===== src/rtl/onehot_rr_arbiter.sv =====
// Round-robin packet arbiter. A registered one-hot grant selects one requester
// and drives the shared output stream through an AND-OR one-hot mux. The grant
// is held from the first beat of a packet through the beat carrying `last`;
// afterwards the priority pointer moves to the index just past the winner.
module onehot_rr_arbiter #(
    parameter int N     = 4,
    parameter int WIDTH = 32
) (
    input  logic               clk,
    input  logic               rst_n,
    input  logic [N-1:0]       req_valid,
    input  logic [N-1:0]       req_last,
    input  logic [N*WIDTH-1:0] req_data,
    output logic [N-1:0]       req_ready,
    output logic               out_valid,
    output logic [WIDTH-1:0]   out_data,
    output logic               out_last,
    input  logic               out_ready,
    output logic [N-1:0]       grant,
    output logic               busy
);

    localparam int PTR_W = (N > 1) ? $clog2(N) : 1;
    localparam logic [N-1:0]     ONE_N   = N'(1);
    localparam logic [PTR_W-1:0] ONE_P   = PTR_W'(1);
    localparam logic [PTR_W-1:0] LAST_IX = PTR_W'(N - 1);

    typedef enum logic {
        IDLE   = 1'b0,
        LOCKED = 1'b1
    } state_t;

    state_t           state_q, state_d;
    logic [PTR_W-1:0] ptr_q, ptr_d;
    logic [N-1:0]     grant_q, grant_d;

    logic [N-1:0]     hi_mask;
    logic [N-1:0]     req_hi;
    logic [N-1:0]     pick_hi;
    logic [N-1:0]     pick_all;
    logic [N-1:0]     pick;
    logic [PTR_W-1:0] g_idx;
    logic [PTR_W-1:0] ptr_inc;
    logic [WIDTH-1:0] mux_data;
    logic             xfer_last;

    // Priority pick: lowest requester at or above ptr, else lowest overall (wrap).
    always_comb begin
        hi_mask  = ~((ONE_N << ptr_q) - ONE_N);
        req_hi   = req_valid & hi_mask;
        pick_hi  = req_hi & (~req_hi + ONE_N);
        pick_all = req_valid & (~req_valid + ONE_N);
        pick     = (|req_hi) ? pick_hi : pick_all;
    end

    // Encode the held one-hot grant back to an index for the pointer update.
    always_comb begin
        g_idx = '0;
        for (int i = 0; i < N; i++) begin
            if (grant_q[i]) begin
                g_idx = g_idx | PTR_W'(i);
            end
        end
        ptr_inc = (g_idx == LAST_IX) ? '0 : (g_idx + ONE_P);
    end

    // One-hot AND-OR data mux; an all-zero grant yields all-zero data.
    always_comb begin
        mux_data = '0;
        for (int i = 0; i < N; i++) begin
            if (grant_q[i]) begin
                mux_data = mux_data | req_data[i*WIDTH +: WIDTH];
            end
        end
    end

    assign out_valid = |(req_valid & grant_q);
    assign out_last  = |(req_last & grant_q);
    assign out_data  = mux_data;
    assign req_ready = grant_q & {N{out_ready}};
    assign grant     = grant_q;
    assign busy      = (state_q == LOCKED);
    assign xfer_last = out_valid & out_ready & out_last;

    // Next-state logic: arbitrate in IDLE, hold the lock until the last beat moves.
    always_comb begin
        state_d = state_q;
        grant_d = grant_q;
        ptr_d   = ptr_q;
        case (state_q)
            IDLE: begin
                if (|req_valid) begin
                    state_d = LOCKED;
                    grant_d = pick;
                end
            end
            LOCKED: begin
                if (xfer_last) begin
                    state_d = IDLE;
                    grant_d = '0;
                    ptr_d   = ptr_inc;
                end
            end
            default: begin
                state_d = IDLE;
                grant_d = '0;
            end
        endcase
    end

    // State, pointer and grant registers; reset drops any packet in flight.
    always_ff @(posedge clk or negedge rst_n) begin
        if (!rst_n) begin
            state_q <= IDLE;
            ptr_q   <= '0;
            grant_q <= '0;
        end else begin
            state_q <= state_d;
            ptr_q   <= ptr_d;
            grant_q <= grant_d;
        end
    end

endmodule


===== config.mk =====
export PLATFORM = sky130hd
export DESIGN_NAME = onehot_rr_arbiter
export DESIGN_NICKNAME = d
export VERILOG_FILES = /design/src/rtl/onehot_rr_arbiter.sv
export SDC_FILE = /design/constraint.sdc
export NUM_CORES = 1
export LEC_CHECK = 0
export CAP_MARGIN = 20
export CORE_MARGIN = 4
export CORE_UTILIZATION = 20
export CTS_BUF_LIST = sky130_fd_sc_hd__clkbuf_16
export DETAILED_ROUTE_END_ITERATION = 10
export GPL_TIMING_DRIVEN = 0
export PLACE_DENSITY = 0.77
export SLEW_MARGIN = 10
export SYNTH_ARGS = -nofsm -noshare
export SYNTH_HDL_FRONTEND = slang
export SYNTH_SLANG_ARGS = --single-unit

===== constraint.sdc =====
create_clock -name clk -period 1.3 [get_ports clk]
set_input_delay 0.325 -clock clk [delete_from_list [all_inputs] [get_ports clk]]
set_output_delay 0.325 -clock clk [all_outputs]
set_load 0.05 [all_outputs]

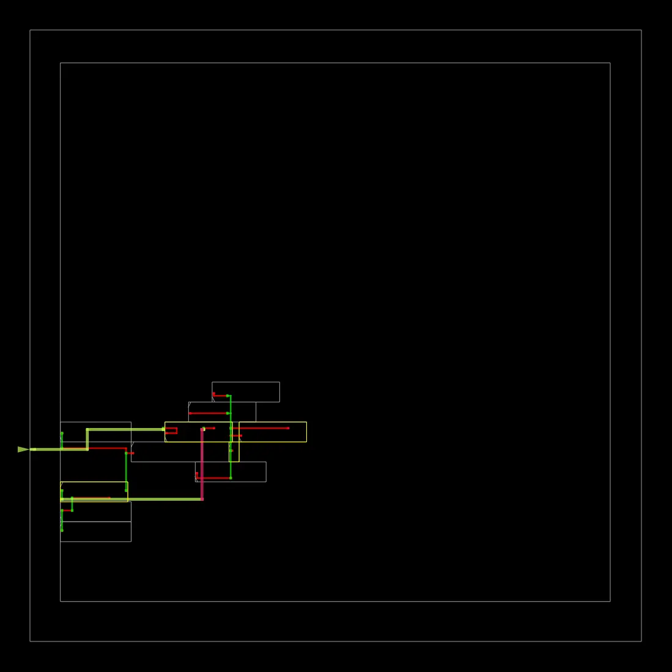
Run 1: clock nets
clk_skew: 0.848 ps
flip-flops: 7
CTS buffer count: 3
Clk Latency, worst-skew pair: 230 ps

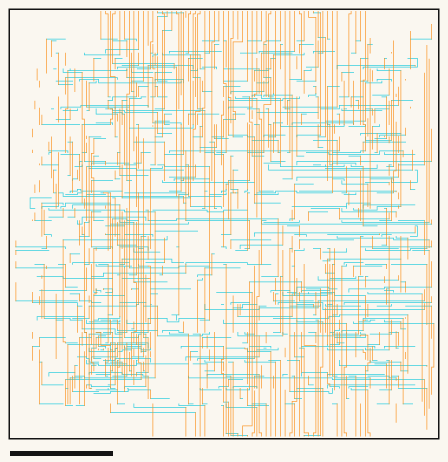
Run 1: metal layers overlaid
Bar = 20 um. Two of the layers only.
| layer | color | wire length |
|---|---|---|
| met1 | cyan | 3220 um |
| met2 | orange | 4360 um |
Avg WL per Cell: 19.0 um
Total Wirelength: 8330 um
overall routing resource usage: 0.223
Via Count: 2209

==> results.ini, run 1 <==
[outcome]
status=finished, violations left
violations=setup timing

[finish]
seq_area_frac=0.0422
comb_share=0.342
lay_top_count=clkdlybuf4s50_1
clk_share=0.0184

[critical_path]
crit_path_top_delay_cell=dfrtp_2
crit_buf_inv=3
crit_arrival_ps=1420
path_delay_family=buffers and inverters
cp_num_cells=5
end_kind=primary output
crit_path_max_fanout=7

[sta]
worst_slew_pin_slew_ps=472
finalCritPeriodShare=1.34
setup_viol=46
hold_viol_final=0
fin_ws_ps=-446

[clocking]
postCtsHoldBufs=0
post_cts_buffers=8
cts_repair_resize_count=339
clockRootBuffer=clkbuf_16
h-tree-depth=1
clkSinkCount=7

[floorplan]
chipArea_sq_um=6950

[power_and_ir_drop]
power_frac_seq=0.040
pg_seq_mw=0.435
leakage_nw=1.67
p_clk_frac=0.048

[job]
warnings=29
drv_cap=0

[place]
gp_congestion=0.785

[synthesis]
yosys.area_share.xor_xnor=0.00771
top_logic_kind=AND-OR/OR-AND gates
ys_cells=160
top_cell=a22oi_1
yosys_most_used_dff=dfrtp_1
ys_ff=7
syn_nets=299
adder_share=0

[worst_hold_path]
hold_path.class=input port to async pin

[global_routing]
grt_antenna_before_repair=0
grt_overflow=0
grt_pass1_wl_um=12500

[detailed_routing]
top_layer_used=met4
first_iter_violations=32

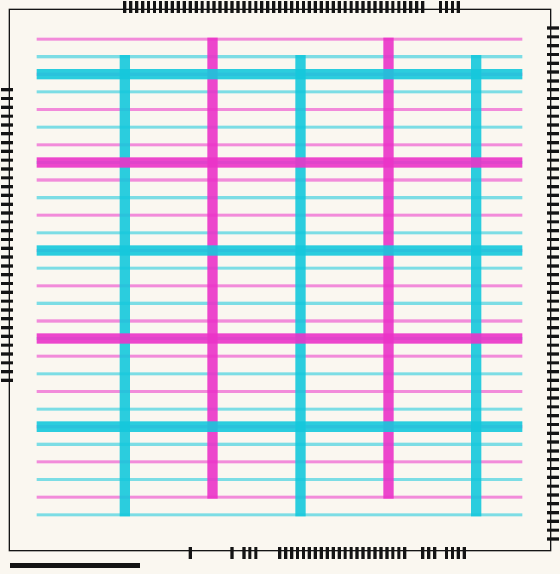
Run 1: PDN straps and rails
Bar = 20 um. Pins as bars on the die edge.
| net | color |
|---|---|
| VDD | magenta |
| VSS | cyan |
met4 straps: 5
signal pins: 182
rows: 27
met1 rails: 28
core area: 5510 sq um
peak supply drop: 0.00212 V
Die X: 83.4 um
DIE HEIGHT: 83.4 um

## Run 2: what changed since run 1
--- a/config.mk
+++ b/config.mk
@@ -11,7 +11,7 @@
 export CTS_BUF_LIST = sky130_fd_sc_hd__clkbuf_16
 export DETAILED_ROUTE_END_ITERATION = 10
 export GPL_TIMING_DRIVEN = 0
-export PLACE_DENSITY = 0.77
+export PLACE_DENSITY_LB_ADDON = 0.15
 export SLEW_MARGIN = 10
 export SYNTH_ARGS = -nofsm -noshare
 export SYNTH_HDL_FRONTEND = slang
==> run 2 against run 1 <==
The run still ends with setup timing left. Sequential cell count unchanged. Critical path depth unchanged. Cell area up 2.5%. Via count up 2.2%. Clock skew about the same. First-iteration DRC count up 63%. Synthesized cell count unchanged. Clock-buffer cell count unchanged. Final cell count up 0.68%. Largest cell class unchanged. Largest power group unchanged.
==> results.ini, run 2 <==
[sta]
finalCritPeriodShare=1.35  ; was 1.34
fin_ws_ps=-453  ; was -446 ps
setup_viol=45  ; was 46
hold_viol_final=0  ; unchanged

[clocking]
clkLatencyLatePin_ps=230  ; about the same
h-tree-depth=1  ; unchanged
post_cts_buffers=12  ; was 8
cts_repair_resize_count=356  ; was 339
clockRootBuffer=clkbuf_16  ; unchanged
postCtsHoldBufs=0  ; unchanged

[floorplan]
die_h_um=83.4  ; unchanged
die_x_um=83.4  ; unchanged
core_area_sq_um=5510  ; unchanged

[place]
gp_congestion=0.827  ; was 0.785

[power_and_ir_drop]
power_frac_seq=0.039  ; was 0.040
pg_seq_mw=0.432  ; was 0.435 mW
leakage_nw=1.71  ; was 1.67 nW

[finish]
flops=7  ; unchanged
comb_share=0.332  ; was 0.342
seq_area_frac=0.0412  ; was 0.0422
clk_share=0.0179  ; was 0.0184

[synthesis]
top_logic_kind=AND-OR/OR-AND gates  ; unchanged
adder_share=0  ; unchanged
yosys.area_share.xor_xnor=0.00771  ; unchanged
ys_cells=160  ; unchanged
ys_ff=7  ; unchanged
yosys_most_used_dff=dfrtp_1  ; unchanged
syn_nets=299  ; unchanged

[outcome]
violations=setup timing  ; unchanged
status=finished, violations left  ; unchanged

[critical_path]
crit_path_top_delay_cell=dfrtp_2  ; unchanged
crit_buf_inv=3  ; unchanged
path_delay_family=buffers and inverters  ; unchanged
crit_arrival_ps=1430  ; was 1420 ps
cp_num_cells=5  ; unchanged

[detailed_routing]
first_iter_violations=52  ; was 32
wl_per_cell_um=19.1  ; was 19.0 um
top_layer_used=met4  ; unchanged
drt-total-wl_um=8440  ; was 8330 um

[global_routing]
grt_overflow=0  ; unchanged

[job]
drv_cap=0  ; unchanged

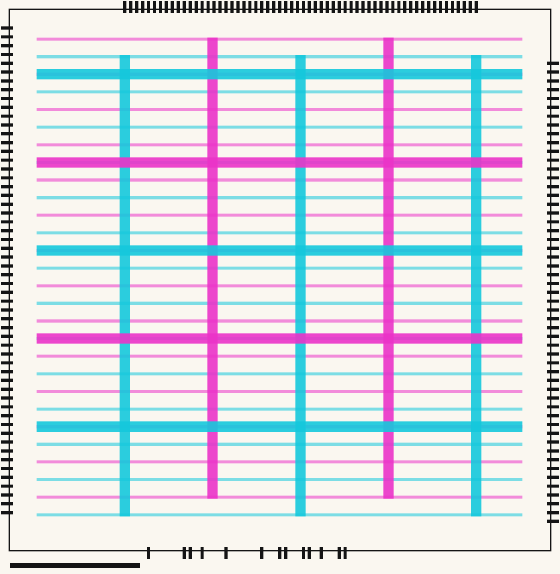
Run 2: PDN straps and rails
Bar = 20 um. Pins as bars on the die edge.
| net | color |
|---|---|
| VDD | magenta |
| VSS | cyan |
rows: 27
met4 straps: 5
signal pins: 182
met1 rails: 28
peak supply drop: 0.00194 V

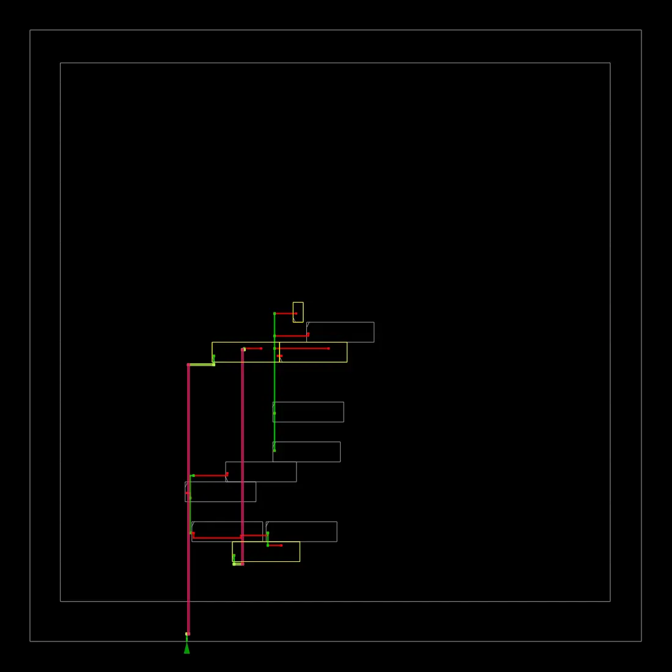
Run 2: clock nets
CLK BUF: 3
CTS sink cnt: 7
clk_skew: 1.26 ps

Power figures rest on the tool's default switching activity, not on a simulated workload.
